[src/rtl/mmul_io_ctrl.sv]
// mmul_io_ctrl: host-side sequencer for the 256-bit modular multiplier.
// Streams three 16-word operands (A, B, P) from the host into the datapath
// registers, runs the multiplier until it reports ready, then streams the
// 16-word result out of register C by rotating it one word per handshake.
module mmul_io_ctrl (
  input  logic        clk,
  input  logic        rst,
  input  logic        start,
  input  logic        abort,
  input  logic [15:0] din,
  input  logic        din_valid,
  output logic        din_ready,
  output logic [15:0] dout,
  output logic        dout_valid,
  input  logic        dout_ready,
  output logic        busy,
  output logic        done,
  output logic [15:0] datain,
  output logic        rega_we,
  output logic        rega_sel,
  output logic        regb_we,
  output logic        regb_cyc,
  output logic        regp_we,
  output logic        regp_cyc,
  output logic        mmul_en,
  input  logic        mmul_rdy,
  input  logic [15:0] regcout,
  output logic        regc_cyc
);

  typedef enum logic [2:0] {
    IDLE,
    LOAD_A,
    LOAD_B,
    LOAD_P,
    RUN,
    UNLOAD,
    DONE
  } state_t;

  state_t     state_q, state_d;
  logic [3:0] wcnt_q, wcnt_d;
  // High only during the first RUN cycle, when mmul_rdy may still be stale
  logic       run_first_q, run_first_d;

  // The load bus and result port are straight wires; only the enables are sequenced
  assign datain   = din;
  assign dout     = regcout;
  assign rega_sel = 1'b0;
  assign regb_cyc = 1'b0;
  assign regp_cyc = 1'b0;

  // Next-state, word counter and handshake/enable decode; abort overrides all
  always_comb begin
    state_d     = state_q;
    wcnt_d      = wcnt_q;
    run_first_d = 1'b0;
    din_ready   = 1'b0;
    dout_valid  = 1'b0;
    rega_we     = 1'b0;
    regb_we     = 1'b0;
    regp_we     = 1'b0;
    mmul_en     = 1'b0;
    regc_cyc    = 1'b0;
    done        = 1'b0;
    busy        = (state_q != IDLE);

    case (state_q)
      IDLE: begin
        if (start) begin
          state_d = LOAD_A;
          wcnt_d  = 4'd0;
        end
      end

      LOAD_A: begin
        din_ready = 1'b1;
        if (din_valid) begin
          rega_we = 1'b1;
          wcnt_d  = wcnt_q + 4'd1;
          if (wcnt_q == 4'd15) begin
            state_d = LOAD_B;
            wcnt_d  = 4'd0;
          end
        end
      end

      LOAD_B: begin
        din_ready = 1'b1;
        if (din_valid) begin
          regb_we = 1'b1;
          wcnt_d  = wcnt_q + 4'd1;
          if (wcnt_q == 4'd15) begin
            state_d = LOAD_P;
            wcnt_d  = 4'd0;
          end
        end
      end

      LOAD_P: begin
        din_ready = 1'b1;
        if (din_valid) begin
          regp_we = 1'b1;
          wcnt_d  = wcnt_q + 4'd1;
          if (wcnt_q == 4'd15) begin
            state_d     = RUN;
            wcnt_d      = 4'd0;
            run_first_d = 1'b1;
          end
        end
      end

      RUN: begin
        mmul_en = 1'b1;
        if (!run_first_q && mmul_rdy) begin
          state_d = UNLOAD;
          wcnt_d  = 4'd0;
        end
      end

      UNLOAD: begin
        dout_valid = 1'b1;
        if (dout_ready) begin
          regc_cyc = 1'b1;
          wcnt_d   = wcnt_q + 4'd1;
          if (wcnt_q == 4'd15) begin
            state_d = DONE;
            wcnt_d  = 4'd0;
          end
        end
      end

      DONE: begin
        done    = 1'b1;
        state_d = IDLE;
        wcnt_d  = 4'd0;
      end

      default: begin
        state_d = IDLE;
        wcnt_d  = 4'd0;
      end
    endcase

    if (abort) begin
      state_d     = IDLE;
      wcnt_d      = 4'd0;
      run_first_d = 1'b0;
      din_ready   = 1'b0;
      dout_valid  = 1'b0;
      rega_we     = 1'b0;
      regb_we     = 1'b0;
      regp_we     = 1'b0;
      mmul_en     = 1'b0;
      regc_cyc    = 1'b0;
    end
  end

  // State, counter and first-RUN-cycle flag registers with synchronous reset
  always_ff @(posedge clk) begin
    if (rst) begin
      state_q     <= IDLE;
      wcnt_q      <= 4'd0;
      run_first_q <= 1'b0;
    end else begin
      state_q     <= state_d;
      wcnt_q      <= wcnt_d;
      run_first_q <= run_first_d;
    end
  end

endmodule

[config.mk]
export PLATFORM = sky130hd
export DESIGN_NAME = mmul_io_ctrl
export DESIGN_NICKNAME = d
export VERILOG_FILES = /design/src/rtl/mmul_io_ctrl.sv
export SDC_FILE = /design/constraint.sdc
export NUM_CORES = 1
export LEC_CHECK = 0
export CAP_MARGIN = 15
export CORE_ASPECT_RATIO = 0.7
export CORE_MARGIN = 2
export CORE_UTILIZATION = 29
export CTS_CLUSTER_SIZE = 14
export DETAILED_ROUTE_END_ITERATION = 7
export PLACE_DENSITY = 0.85
export SYNTH_ARGS = -nofsm -noshare
export SYNTH_HDL_FRONTEND = slang
export SYNTH_SLANG_ARGS = --single-unit
[constraint.sdc]
create_clock -name clk -period 2.1 [get_ports clk]
set_clock_uncertainty 0.2 [all_clocks]
set_input_delay 0.63 -clock clk [delete_from_list [all_inputs] [get_ports clk]]
set_output_delay 0.63 -clock clk [all_outputs]
set_load 0.05 [all_outputs]
Placed standard cells:
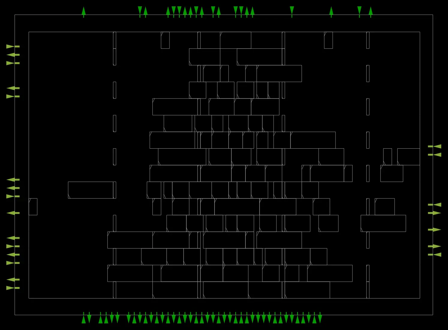
flip-flop and latch count: 8
well-tap cell count: 36

Port wiring:
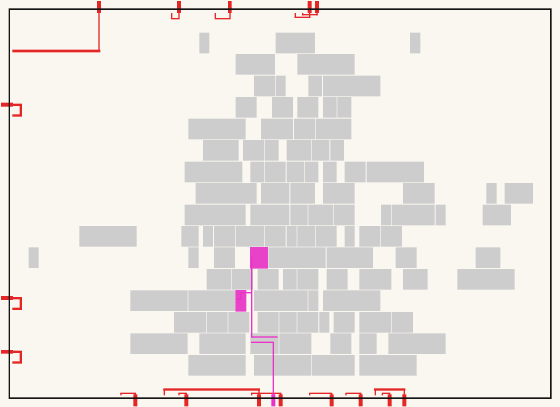
| port | color | bits | direction | end cells | buffers | wire |
|---|---|---|---|---|---|---|
| datain | red | 16 | output | 0 | 0 | 68.0 um |
| rst | magenta | 1 | input | 2 | 1 | 25.5 um |
top-level I/O count: 83
number of port buffers: 15

==> worst max path at each step <==
stage / startpoint / end / slack (ns)
detailed placement: abort / regp_we / -0.54
CTS: abort / regp_we / -0.14
global route: abort / regp_we / -0.15
global placement: abort / regp_we / -0.51
floorplan: abort / regp_we / -0.13
finish: abort / regp_we / -0.13
==> cells by family (layout without fill, tap and decap cells) <==
family	after synthesis	count (layout)
adder cells (fa/ha/maj)	1	1
AND-OR/OR-AND	19	19
other	1	3
buffers and inverters	40	36
AND/OR/NAND/NOR	37	37
flip-flops	8	8
==> sequential cells by signal (all words and copies together), names as in the netlist <==
register     cells
run_first_q      1
state_q          3
wcnt_q           4
==> final cells by class <==
type,instances,area share [%]
multi-input combinational,60,42.3
timing repair buffer,32,34.4
sequential,8,15.0
tap,36,4.16
clock buffer,3,3.81
inverter,1,0.346
==> cell usage in the layout (no fill, tap or decap), types with 3 or more instances in the layout <==
cell type / instances
sky130_fd_sc_hd__nand3b_1: 3
sky130_fd_sc_hd__dfxtp_1: 6
sky130_fd_sc_hd__clkdlybuf4s50_1: 3
sky130_fd_sc_hd__nor2_2: 3
sky130_fd_sc_hd__nor2_1: 3
sky130_fd_sc_hd__a21oi_1: 3
sky130_fd_sc_hd__buf_12: 9
sky130_fd_sc_hd__buf_4: 17
sky130_fd_sc_hd__clkbuf_8: 3
sky130_fd_sc_hd__conb_1: 3
sky130_fd_sc_hd__nand2_1: 7
==> metrics by stage <==
stage,instances,setup WS (ns)
floorplan,108,-0.132
global placement,136,-0.509
detailed placement,136,-0.541
CTS,139,-0.142
global route,140,-0.150
finish,140,-0.129
==> worst max-delay path, delay by kind of cell <==
kind / cells / cell delay [ns]
and+or+nand+nor: 2 / 0.50
buffers and inverters: 2 / 0.26
==> flow_metrics.rpt <==
FLOW METRICS REPORT
----------------------------------------------------
[Run status]
  Result of the run ........................ finished with violations
  Violations in the final reports ........................ setup timing

[Worst setup path]
  Beginning of the worst register-to-register path ........................ wcnt_q[0]
  R2R Path End ........................ state_q[1]
  WP data required ........................ 1.27 ns
  CP arrival ........................ 1.40 ns
  Ordered list of cells on the worst path ........................ buf_6 > nand3b_1 > nor3b_4 > buf_12
  CP max FO ........................ 4
  Setup crit start kind ........................ input port
  Library cell contributing the largest single delay on the critical path ........................ sky130_fd_sc_hd__nor3b_4

[Placed design]
  Last weighted congestion value of the routability-driven placer ........................ 0.824

[Clock network]
  CTS sink count ........................ 8
  Number of cells upsized or downsized after cts ........................ 12
  # hold bufs at CTS ........................ 0
  Bufs on Longest Clock Path ........................ 2
  Latest clock arrival within the worst-skew pair ........................ 0.23 ns
  Number of post-CTS setup repair buffers ........................ 1
  Number of clock buffers inserted by TritonCTS ........................ 3

[Timing]
  Aggregate negative setup slack ........................ -0.255 ns
  Final number of hold-violating endpoints ........................ 0
  Highest Clock Rate ........................ 449 MHz
  Worst hold-check slack ........................ 0.312 ns
  Fin crit period ........................ 2.23 ns
  Final tally of setup violations ........................ 4
  Final worst slack ........................ -0.129 ns

[Logic synthesis]
  Register share after synthesis ........................ 19.0%
  Yosys xor share ........................ 0%
  Primary FF master, synth ........................ sky130_fd_sc_hd__dfxtp_1
  Top cells by count ........................ sky130_fd_sc_hd__buf_4 (35), sky130_fd_sc_hd__dfxtp_1 (8), sky130_fd_sc_hd__nand2_1 (7)
  Largest family of logic cells by area ........................ buffers and inverters
  Area contributors post-synth ........................ sky130_fd_sc_hd__buf_4 (31%), sky130_fd_sc_hd__dfxtp_1 (19%), sky130_fd_sc_hd__nand2_1 (3.1%)
  Area share of and/or/nand/nor cells after synthesis ........................ 25.7%
  Share of the synthesized area in the top cell type ........................ between 30 and 40%
  Average cell area after synthesis ........................ 7.93 sq um
  Total cell area reported by yosys after synthesis ........................ 841 sq um
  Cells in synth_stat.txt ........................ approximately 110

[Cells and area]
  Area delta synth->final ........................ 28.9%
  Layout fillers ........................ roughly 270
  Antenna cells ........................ 0
  Fraction of the core area covered by cells at the end of the flow ........................ 38.9%
  Comb area ........................ 458 sq um

[Pwr]
  Leak Pwr ........................ 0.408 nW
  Internal Power ........................ 0.000328 W
  VDD IR max ........................ 0.181 mV
  Final Power ........................ 0.000452 W
  Pwr/cell area ........................ 417 nW/um^2
  Combinational gate power ........................ just over 0.0001 W
  Clock network fraction of total power ........................ 42.4%

[Drt]
  Average wire per standard cell ........................ around 15 um
  Total via count after detailed routing ........................ 755
  DRT Wirelength ........................ 2.03 mm
  DRC violation total after the first TritonRoute iteration ........................ 35
  Total length of routed met3 wires ........................ just over 200 um
  Detail Route met2 WL ........................ 903 um
  Routed length on met1 ........................ 832 um

[Worst hold path]
  Hold path endpoint ........................ wcnt_q[1]
  Launch instance of the worst min-delay path ........................ wcnt_q[1]
  Cell depth of the worst hold path ........................ 2

[GRT]
  GR Util All Layers ........................ 11.9%
  Routing usage on met2 ........................ 17.0%
  Number of antenna violations at the first check in global routing ........................ 0

[Die]
  Initial cell density of the core ........................ 30.2%
  Die Y ........................ around 50 um
  Row count ........................ 16

----------------------------------------------------
No activity file was given, so power comes from the tool's default toggle rates.
